<file path="src/rtl/fetch_pkg.sv">
// Shared fetch/decode types: branch codes, fetch FSM states, halt word.
// Imported by the fetch unit and the control decoder.
package fetch_pkg;

  typedef enum logic [1:0] {
    BR_NONE  = 2'b00,
    BR_JCND  = 2'b01,
    BR_NJCND = 2'b10,
    BR_JMP   = 2'b11
  } branch_e;

  typedef enum logic [1:0] {
    IDLE,
    RUN,
    DONE
  } fetch_state_e;

  localparam logic [8:0] HALT_OP = 9'b111111111;

  // Branch outcome before qualification by instr_valid
  function automatic logic br_taken(
    input branch_e br,
    input logic    cond
  );
    logic t;
    t = 1'b0;
    unique case (br)
      BR_JMP:   t = 1'b1;
      BR_JCND:  t = cond;
      BR_NJCND: t = ~cond;
      default:  t = 1'b0;
    endcase
    return t;
  endfunction

endpackage

</file>
<file path="src/rtl/instr_fetch_pc.sv">
// Program counter register: clear / load / increment.
// Increment wraps silently at 2^PC_W.
module program_counter #(
  parameter int PC_W = 10
) (
  input  logic            clk,
  input  logic            rst,
  input  logic            clr,
  input  logic            load,
  input  logic            inc,
  input  logic [PC_W-1:0] load_val,
  output logic [PC_W-1:0] pc
);

  // clr, load and inc are mutually exclusive by construction
  always_ff @(posedge clk or posedge rst) begin
    if (rst) begin
      pc <= '0;
    end else begin
      unique case (1'b1)
        clr:     pc <= '0;
        load:    pc <= load_val;
        inc:     pc <= pc + PC_W'(1);
        default: pc <= pc;
      endcase
    end
  end

endmodule

</file>
<file path="src/rtl/instr_fetch.sv">
// Instruction fetch unit: drives imem, feeds the decoder,
// redirects on taken branches, stops on the halt word.
module instr_fetch
  import fetch_pkg::*;
#(
  parameter int PC_W  = 10,
  parameter int IW    = 9,
  parameter int CNT_W = 16
) (
  input  logic             Clk,
  input  logic             Reset,
  input  logic             start,
  input  logic [1:0]       Branch,
  input  logic             cond_flag,
  input  logic [PC_W-1:0]  target,
  output logic [PC_W-1:0]  imem_addr,
  input  logic [IW-1:0]    imem_data,
  output logic [IW-1:0]    instr,
  output logic             instr_valid,
  output logic [PC_W-1:0]  pc_of_instr,
  output logic             done,
  output logic [CNT_W-1:0] cycle_count
);

  fetch_state_e    state;
  logic [PC_W-1:0] pc;
  logic            run;
  logic            halt;
  logic            taken;
  logic            pc_clr;
  logic            pc_load;
  logic            pc_inc;

  assign run   = (state == RUN);
  assign halt  = instr_valid && (instr == IW'(HALT_OP));
  assign taken = instr_valid
               && br_taken(branch_e'(Branch), cond_flag);

  assign pc_clr  = start && !run;
  assign pc_load = run && !halt && taken;
  assign pc_inc  = run && !halt && !taken;

  assign imem_addr = (state == IDLE) ? '0 : pc;

  program_counter #(
    .PC_W (PC_W)
  ) u_pc (
    .clk      (Clk),
    .rst      (Reset),
    .clr      (pc_clr),
    .load     (pc_load),
    .inc      (pc_inc),
    .load_val (target),
    .pc       (pc)
  );

  // Fetch FSM, instruction register, squash and cycle counter
  always_ff @(posedge Clk or posedge Reset) begin
    if (Reset) begin
      state       <= IDLE;
      instr       <= '0;
      instr_valid <= 1'b0;
      pc_of_instr <= '0;
      done        <= 1'b0;
      cycle_count <= '0;
    end else begin
      unique case (state)
        IDLE, DONE: begin
          instr_valid <= 1'b0;
          if (start) begin
            state       <= RUN;
            done        <= 1'b0;
            cycle_count <= '0;
          end
        end
        RUN: begin
          instr       <= imem_data;
          pc_of_instr <= pc;
          if (cycle_count != '1)
            cycle_count <= cycle_count + CNT_W'(1);
          if (halt) begin
            state       <= DONE;
            done        <= 1'b1;
            instr_valid <= 1'b0;
          end else begin
            instr_valid <= !taken;
          end
        end
        default: state <= IDLE;
      endcase
    end
  end

endmodule

</file>
<file path="config.mk">
export PLATFORM = sky130hd
export DESIGN_NAME = instr_fetch
export DESIGN_NICKNAME = d
export VERILOG_FILES = /design/src/rtl/fetch_pkg.sv /design/src/rtl/instr_fetch_pc.sv /design/src/rtl/instr_fetch.sv
export SDC_FILE = /design/constraint.sdc
export NUM_CORES = 1
export LEC_CHECK = 0
export CORE_ASPECT_RATIO = 1.4
export CORE_UTILIZATION = 47
export DETAILED_ROUTE_END_ITERATION = 7
export PLACE_DENSITY = 0.82
export SETUP_SLACK_MARGIN = 0.3
export SYNTH_ARGS = -nofsm -noshare
export SYNTH_HDL_FRONTEND = slang
export SYNTH_HIERARCHICAL = 1
export SYNTH_SLANG_ARGS = --single-unit
</file>
<file path="constraint.sdc">
create_clock -name Clk -period 2.44 [get_ports Clk]
set_input_delay 0.488 -clock Clk [delete_from_list [all_inputs] [get_ports Clk]]
set_output_delay 0.488 -clock Clk [all_outputs]
set_load 0.05 [all_outputs]
</file>
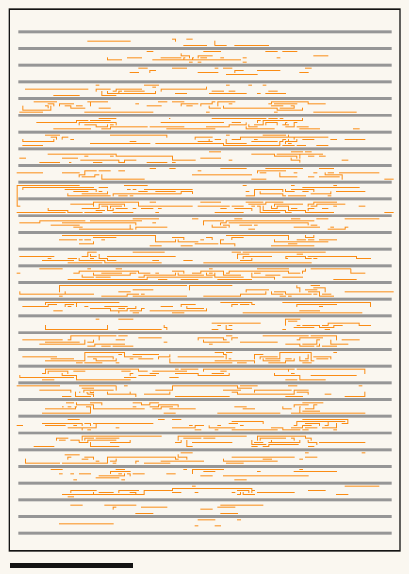
**Above:** metal 1.
The bar under the picture is 20 um long. Supply wires on this layer in grey.
wire length on this layer	2610 um
main direction	horizontal
nets with wire on the layer	330
share of all routed wire	43%

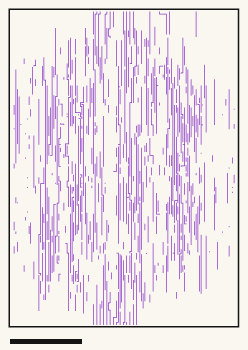
**Above:** M2 wires.
The bar under the picture is 20 um long.
wire length on this layer	3090 um
share of all routed wire	51%
main direction	vertical

==> writeup.txt <==
The flow ran to the end, and the final reports show no timing, DRC or antenna violations. The timing report gives the biggest stage delay along the critical path as 0.84 ns. The worst hold path belongs to the class in -> async. Per report_power, the top consumer among the power groups is combinational cells. For this run the aggregate overflow at the end of global routing stands at 0. For this run, the top clock speed supported by timing is 0.477 GHz. The tools report the number of DRC markers after the initial detailed-route iteration as 128.

The port buffer count came out at 71. The tools report the final HPWL from detailed placement as 4370 um. After detailed routing, the average wire length per cell comes to 14.6 um. The tools report the worst setup path startpoint as cycle_count[11]$_DFFE_PP0P_. The worst register-to-register path has a setup slack of 0.47 ns.

With the final count of pins violating max slew at 0, the share of total power in sequential cells is 30.7%. Across all hold checks on the routed design, the worst slack comes to 0.473 ns. For the count of placed standard cells in the final layout, fillers left out, the log shows 417. The layout has 422 filler cells.

The endpoint of the worst-slack reg-to-reg timing path was cycle_count[5]$_DFFE_PP0P_. The worst setup path is captured at an output pin. The leakage component of the power was reported as 1.57 nW.

Across every metal layer, demand over resource in global routing totals 23.6%. The global placer's final weighted congestion is 0.902. sky130_fd_sc_hd__nand2_1 is the most common cell in the netlist.

The routing layer with the top usage in global route is met2. Across the VDD grid, the largest voltage drop is 0.000929 V. The total met2 wirelength after detailed routing came out at 3090 um.

The top cell type in the final layout, fill and taps aside, is sky130_fd_sc_hd__nand2_1. With the max-cap check violation count at 0, the setup total negative slack is 0 ns. The placed instances occupy a cell area of 0.00329 sq mm. The number of synthesized flops with an enable pin came out at 0.

After synthesis, the share of flip-flops with an asynchronous set or reset is 100%. Yosys reports that the most numerous cell types are sky130_fd_sc_hd__nand2_1, sky130_fd_sc_hd__dfrtp_1, sky130_fd_sc_hd__nand3_1. Per the post-synthesis report, the number of cells in the design is 276. Counting the buffers created by CTS gives 5. The run gives 0 for the diode insertion count for antenna repair.

The tools report the number of library cell types mapped by synthesis as 46. The first global-routing pass estimated 10300 um of wire. After detailed routing, the number of vias per cell comes to 5.33. Combinational logic is responsible for 59.9% of the overall power. Routing resource usage on met2 recorded by global route was 39.9%. Entering global routing, the biggest net connects 30 pins. Checking max transition, the worst relative margin is 64.7%. The worst register-to-register path depth is 6. The switching power is 2.65 mW.

Among all flip-flop cells after synthesis, the most frequent one is sky130_fd_sc_hd__dfrtp_1. Of the total power, the clock network draws 9.4%. According to the finish report, the design has a final net count of 379. Number of logic stages on the critical path including buffering: 1.

Cell at the slowest stage of the critical path: sky130_fd_sc_hd__clkdlybuf4s50_1. The worst register-to-register path begins at cycle_count[0]$_DFFE_PP0P_. The dominant non-sequential cell family after synthesis is simple AND/OR/NAND/NOR gates.

The number of nets handed over by synthesis was 303. Summing all multiplexer cells gives an area fraction of 0.859%. Across the whole layout, storage elements account for 0.00123 sq mm. For the required arrival time at the worst endpoint, the log shows 1.95 ns. The area fraction in compound gates after synthesis is 10.3%, and the number of iterations in the first detailed-routing pass is 4.

Measured on the finished design, the core utilization comes to 68.6%. The final timing report lists clock skew as 0.0112 ns. The routed layout has 2224 vias.

Per the synthesis report, the simple-gate share of the synthesized area is 32.5%. The run gives 11 as the number of cells upsized or downsized after cts. According to the CTS report, the clock sink count is 49. Counting endpoints that fail hold in the final report gives 0. The number of antenna violations at the first check in global routing is 0, and the total non-filler cell area in the finished layout is 0.00340 sq mm. The critical path maximum fanout is 6.

TritonCTS built the clock tree. The post-detailed-routing wire length came out at 6090 um. At the pin with the least slew margin, the transition time is 0.527 ns.

The run gives 1.53 mW for the power of the sequential group. The logs give a warning total of 27. Listed in order, past its start point the critical path passes clkdlybuf4s50_1. By instance count after routing, the leading logic cell types are sky130_fd_sc_hd__nand2_1, sky130_fd_sc_hd__clkdlybuf4s50_1, sky130_fd_sc_hd__dfrtp_1, sky130_fd_sc_hd__nand3_1, sky130_fd_sc_hd__nor2b_1.

The synthesized design contains 49 register bits. The cell-mix breakdown from Yosys lists the XOR/XNOR area share as 3.19%. The highest layer used for signal routing was met4. The clock input transition at the sequential cells of the worst setup and hold paths is 0.09 ns, and the full die area is 0.00556 sq mm. The flip-flop count of the largest register after layout is 16. The logs give 0.470 mW for the clock network power and 2256 for the via count of the first global-routing pass.

Looking at the setup timing report, the critical path kind is reg -> out. The netlist area before placement was 0.00247 sq mm; the remaining routing DRC violations was 0. Per the post-synthesis stats, the area per cell is 8.97 sq um. The registers reported with the highest flop counts are cycle_count (16), pc_of_instr (10), u_pc/pc (10). With the length of routed met3 wiring at 261 um, the insertion delay of the later-clocked pin in the worst-skew pair is 0.30 ns. Pin placement for this block handled 72 I/O pins. Post-placement worst setup slack: 0.00420 ns. The most critical setup path has its endpoint at cycle_count[11]. Total power for the finished layout comes to 4.99 mW. With the die outline height at 87.9 um, the sum of buffers and inverters on the critical path is 1.

The run gives 0.343 ns as the setup slack after layout. Yosys reports a chip area of 0.00247 sq mm. The combinational power reported by the tool is 2.99 mW.

The H-tree was split into 2 levels. Of the post-synthesis cell area, the dominant cell type holds 49.5%. Subtracting the final worst setup slack from the clock period gives 2.10 ns.

The tools report the hold buffer count at cts as 0. The run gives 0 for the number of buffers inserted by post-CTS setup repair. The met3 track utilization from global routing was 3.13%. With the fraction of final layout cells sized beyond drive strength 1 at 10.8%, the met1 routing resource usage after global routing is 29.3%. The die is 63.3 um wide. The largest delay contributor family on the critical path is buffers and inverters. The floorplan core area is 0.00495 sq mm.

Setup repair after global routing left no endpoint under its margin. Per the finish-stage timing summary, setup violations number 0. The logic area was 0.00120 sq mm.
-- kinds of logic (layout without fill, tap and decap cells) --
kind of cell             after synthesis  in the layout
XOR/XNOR                               9              9
multiplexers                           2              2
AND/OR/NAND/NOR                      160            160
buffers and inverters                 14             91
AND-OR/OR-AND                         40             40
flip-flops                            49             49
adder cells (fa/ha/maj)                2              2
-- worst register-to-register path, delay by kind of cell, from the launching register on --
family	cells	cell delay, ns
DFF	1	0.46
adders and majority gates	1	0.26
AOI/OAI and AO/OA	1	0.16
and+or+nand+nor	4	0.98
-- area by class of cell --
class	instances	share of cell area (%)
sequential	49	36.3
timing repair buffer	78	22.9
multi-input combinational	213	35.5
clock buffer	6	2.14
tap	64	2.36
clock inverter	2	0.295
inverter	5	0.552
Power is estimated from default activity; no workload was simulated.
